## config.mk

```make
export PLATFORM = sky130hd
export DESIGN_NAME = bpf_branch_stage
export DESIGN_NICKNAME = d
export VERILOG_FILES = /design/src/rtl/bpf_branch_stage.sv
export SDC_FILE = /design/constraint.sdc
export NUM_CORES = 1
export LEC_CHECK = 0
export ABC_AREA = 0
export CORE_ASPECT_RATIO = 0.7
export CORE_MARGIN = 2
export CORE_UTILIZATION = 34
export CTS_BUF_LIST = sky130_fd_sc_hd__clkbuf_4
export DETAILED_ROUTE_END_ITERATION = 6
export PLACE_DENSITY = 0.82
export SYNTH_ARGS = -nofsm -noshare
export SYNTH_HDL_FRONTEND = slang
export SYNTH_SLANG_ARGS = --single-unit
```

## constraint.sdc

```tcl
create_clock -name clk -period 1.65 [get_ports clk]
set_clock_uncertainty 0.15 [all_clocks]
set_input_delay 0.165 -clock clk [delete_from_list [all_inputs] [get_ports clk]]
set_output_delay 0.165 -clock clk [all_outputs]
set_load 0.05 [all_outputs]
```

## src/rtl/bpf_branch_stage.sv

```systemverilog
// BPF stage-2 control register with registered jump resolution and valid/ready handshake.
// Optional saturating branch counters enabled by defining BPF_BRANCH_STATS_EN.
module bpf_branch_stage #(
   parameter int CTRL_W = 16,
   parameter int S3_W   = 8,
   parameter int CNT_W  = 32
) (
   input  logic              clk,
   input  logic              rst,
   input  logic              in_valid,
   output logic              in_ready,
   input  logic              is_jmp,
   input  logic [2:0]        jmp_type,
   input  logic              eq,
   input  logic              gt,
   input  logic              ge,
   input  logic              set,
   input  logic [CTRL_W-1:0] ctrl_in,
   input  logic [S3_W-1:0]   s3_in,
   input  logic              flush,
   output logic              out_valid,
   input  logic              out_ready,
   output logic [2:0]        PC_sel,
   output logic              PC_en,
   output logic              branch_taken,
   output logic              illegal_jmp,
   output logic [CTRL_W-1:0] ctrl_out,
   output logic [S3_W-1:0]   s3_out,
   input  logic              stat_clr,
   output logic [CNT_W-1:0]  jmp_cnt,
   output logic [CNT_W-1:0]  taken_cnt
);

   typedef enum logic {EMPTY, FULL} state_e;

   localparam logic [2:0] PLUS_JT  = 3'd1;
   localparam logic [2:0] PLUS_JF  = 3'd2;
   localparam logic [2:0] PLUS_IMM = 3'd3;

   state_e            state_q, state_d;
   logic [2:0]        pc_sel_q, pc_sel_d;
   logic              pc_en_q, pc_en_d;
   logic              taken_q, taken_d;
   logic              illegal_q, illegal_d;
   logic [CTRL_W-1:0] ctrl_q, ctrl_d;
   logic [S3_W-1:0]   s3_q, s3_d;

   logic       accept;
   logic [2:0] br_sel;
   logic       br_taken;
   logic       br_illegal;

   assign out_valid = (state_q == FULL);
   assign in_ready  = !out_valid || out_ready;
   assign accept    = in_valid && in_ready && !flush;

   always_comb begin
      br_sel     = 3'd0;
      br_taken   = 1'b0;
      br_illegal = 1'b0;
      if (is_jmp) begin
         case (jmp_type)
            3'd0: begin
               br_sel   = PLUS_IMM;
               br_taken = 1'b1;
            end
            3'd1: br_taken = eq;
            3'd2: br_taken = gt;
            3'd3: br_taken = ge;
            3'd4: br_taken = set;
            default: br_illegal = 1'b1;
         endcase
         if (jmp_type != 3'd0)
            br_sel = br_taken ? PLUS_JT : PLUS_JF;
      end
   end

   // Flush zeroes the entry even while stalled; otherwise a stall holds.
   always_comb begin
      state_d   = state_q;
      pc_sel_d  = pc_sel_q;
      pc_en_d   = pc_en_q;
      taken_d   = taken_q;
      illegal_d = illegal_q;
      ctrl_d    = ctrl_q;
      s3_d      = s3_q;
      if (accept) begin
         state_d   = FULL;
         pc_sel_d  = br_sel;
         pc_en_d   = is_jmp;
         taken_d   = br_taken;
         illegal_d = br_illegal;
         ctrl_d    = ctrl_in;
         s3_d      = s3_in;
      end else if (in_ready || flush) begin
         state_d   = EMPTY;
         pc_sel_d  = 3'd0;
         pc_en_d   = 1'b0;
         taken_d   = 1'b0;
         illegal_d = 1'b0;
         ctrl_d    = '0;
         s3_d      = '0;
      end
   end

   always_ff @(posedge clk or posedge rst) begin
      if (rst) begin
         state_q   <= EMPTY;
         pc_sel_q  <= 3'd0;
         pc_en_q   <= 1'b0;
         taken_q   <= 1'b0;
         illegal_q <= 1'b0;
         ctrl_q    <= '0;
         s3_q      <= '0;
      end else begin
         state_q   <= state_d;
         pc_sel_q  <= pc_sel_d;
         pc_en_q   <= pc_en_d;
         taken_q   <= taken_d;
         illegal_q <= illegal_d;
         ctrl_q    <= ctrl_d;
         s3_q      <= s3_d;
      end
   end

   assign PC_sel       = pc_sel_q;
   assign PC_en        = pc_en_q;
   assign branch_taken = taken_q;
   assign illegal_jmp  = illegal_q;
   assign ctrl_out     = ctrl_q;
   assign s3_out       = s3_q;

`ifdef BPF_BRANCH_STATS_EN
   logic [CNT_W-1:0] jmp_cnt_q, jmp_cnt_d;
   logic [CNT_W-1:0] taken_cnt_q, taken_cnt_d;
   logic             inc_jmp, inc_taken;

   assign inc_jmp   = accept && is_jmp;
   assign inc_taken = inc_jmp && br_taken;

   always_comb begin
      jmp_cnt_d   = jmp_cnt_q;
      taken_cnt_d = taken_cnt_q;
      if (stat_clr) begin
         jmp_cnt_d   = '0;
         taken_cnt_d = '0;
      end else begin
         if (inc_jmp && !(&jmp_cnt_q))
            jmp_cnt_d = jmp_cnt_q + CNT_W'(1);
         if (inc_taken && !(&taken_cnt_q))
            taken_cnt_d = taken_cnt_q + CNT_W'(1);
      end
   end

   always_ff @(posedge clk or posedge rst) begin
      if (rst) begin
         jmp_cnt_q   <= '0;
         taken_cnt_q <= '0;
      end else begin
         jmp_cnt_q   <= jmp_cnt_d;
         taken_cnt_q <= taken_cnt_d;
      end
   end

   assign jmp_cnt   = jmp_cnt_q;
   assign taken_cnt = taken_cnt_q;
`else
   logic unused_stat_clr;
   assign unused_stat_clr = stat_clr;
   assign jmp_cnt         = '0;
   assign taken_cnt       = '0;
`endif

endmodule

```

==> run summary <==
The flow completed. The flow ran to the end, and the final reports show no timing, DRC or antenna violations. Inverter count of the layout excluding clock inverters landed at 4. Logic share of the area landed at between 20% and 30%.

According to the I/O placement log, the pin count is 134. Global routing met1 resource utilization landed at 14.00%. The leakage component of the power was reported as 0.001166 uW. Largest net degree at the start of global routing landed at 31. Routed wire length on met3 landed at between 300 and 400 um.

Counting along the longest clock path gives a buffer depth of 2. Yosys instantiated no cell more often than sky130_fd_sc_hd__buf_4. Number of synthesized flops with an enable pin landed at 0. Synthesized chip area reported by yosys landed at roughly 0.0017 sq mm. The finished cells cover roughly 0.0022 sq mm. The synthesis stat section lists a flop and latch total of 30. The setup check on the worst reg-to-reg path leaves a slack of about 380 ps. First-pass GRT wire length landed at ~5100 um. Delay contributed by the slowest stage of the critical path landed at roughly 530 ps. In this run, post-CTS repair resized a total of 0 instances. Number of setup buffers added after CTS landed at 0. In this run, the synthesized area fraction spent on AND-OR/OR-AND gates is recorded as approximately 17%. Cell total in the yosys stat output landed at around 150.

Clock tree cell share of total cell area landed at 3.229%. Total negative slack for setup checks landed at 0 ps. Area occupied by registers landed at about 750 sq um. Total track usage landed at about an eighth. Proportion of layout cells with a drive suffix above 1 landed at slightly above 20%.

Non-clock buffer instance count of the final layout landed at around 70. Area share of the leading cell type in the synthesized netlist landed at between 40% and 50%. The worst setup path is launched from a primary input. Final HPWL from detailed placement landed at 2551 um.

Utilization of the core after routing landed at 46.18%. After detailed placement, the design holds a cell count of roughly 290. Global routing put the most usage on met2. Averaged over all synthesized cells, the footprint is 11.06 sq um. Number of standard cells after synthesis landed at 153. Traced cell by cell, the critical path runs through clkdlybuf4s50_1, nand2b_4, buf_4, buf_12. Yosys attributes the largest share of cell area to sky130_fd_sc_hd__dfrtp_1 (44%), sky130_fd_sc_hd__buf_4 (29%), sky130_fd_sc_hd__a22o_1 (13%). TritonCTS built the clock tree. The later pin in the worst-skew pair is clocked with a latency of 310 ps.

Final tally of max-slew violations landed at 0. Minimum setup slack in the final design landed at between 200 and 250 ps. Number of maximum-capacitance constraint violations landed at 0. For reference, the top logic cell family by area is buffers and inverters. For this run, the post-layout net count is ~260.
### Drive-strength map

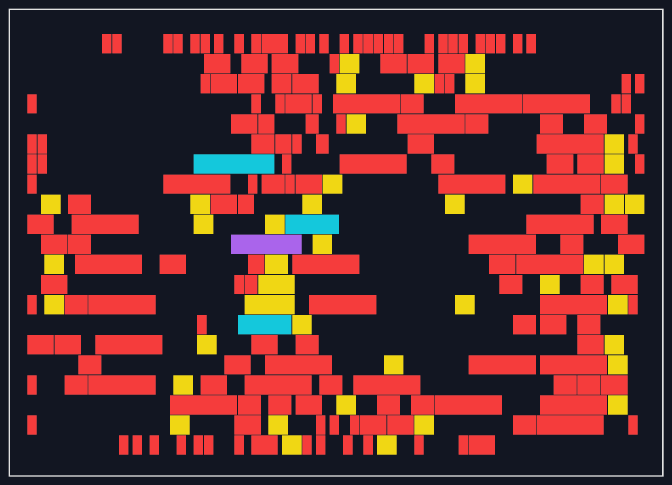
| size | color | cells | share | most used |
|---|---|---|---|---|
| drive 3 to 4 | yellow | 42 | 19% | buf_4 |
| drive 6 and up | cyan | 3 | 1.3% | buf_12 |
| drive 2 | purple | 1 | 0.44% | dfrtp_2 |
| drive 1 or less | red | 179 | 80% | conb_1 |

### Wiring by layer

Only two layers are drawn.
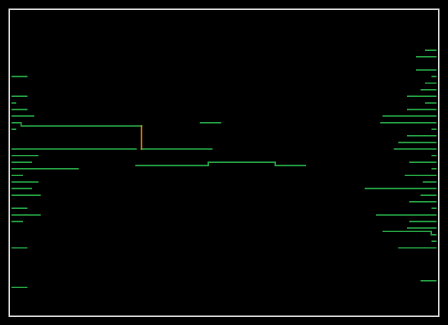
| layer | color | wire length |
|---|---|---|
| met4 | orange | 4.80 um |
| met3 | green | 338 um |

### Sequential cells colored by netlist name

Scale bar: 20 um.
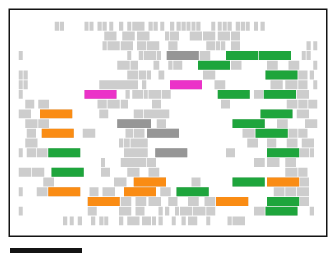
| name in the netlist | color | flops |
|---|---|---|
| `ctrl_out` | green | 16 |
| `s3_out` | orange | 8 |
| `PC_sel` | magenta | 2 |
not colored: 4

Power is estimated from default activity; no workload was simulated.
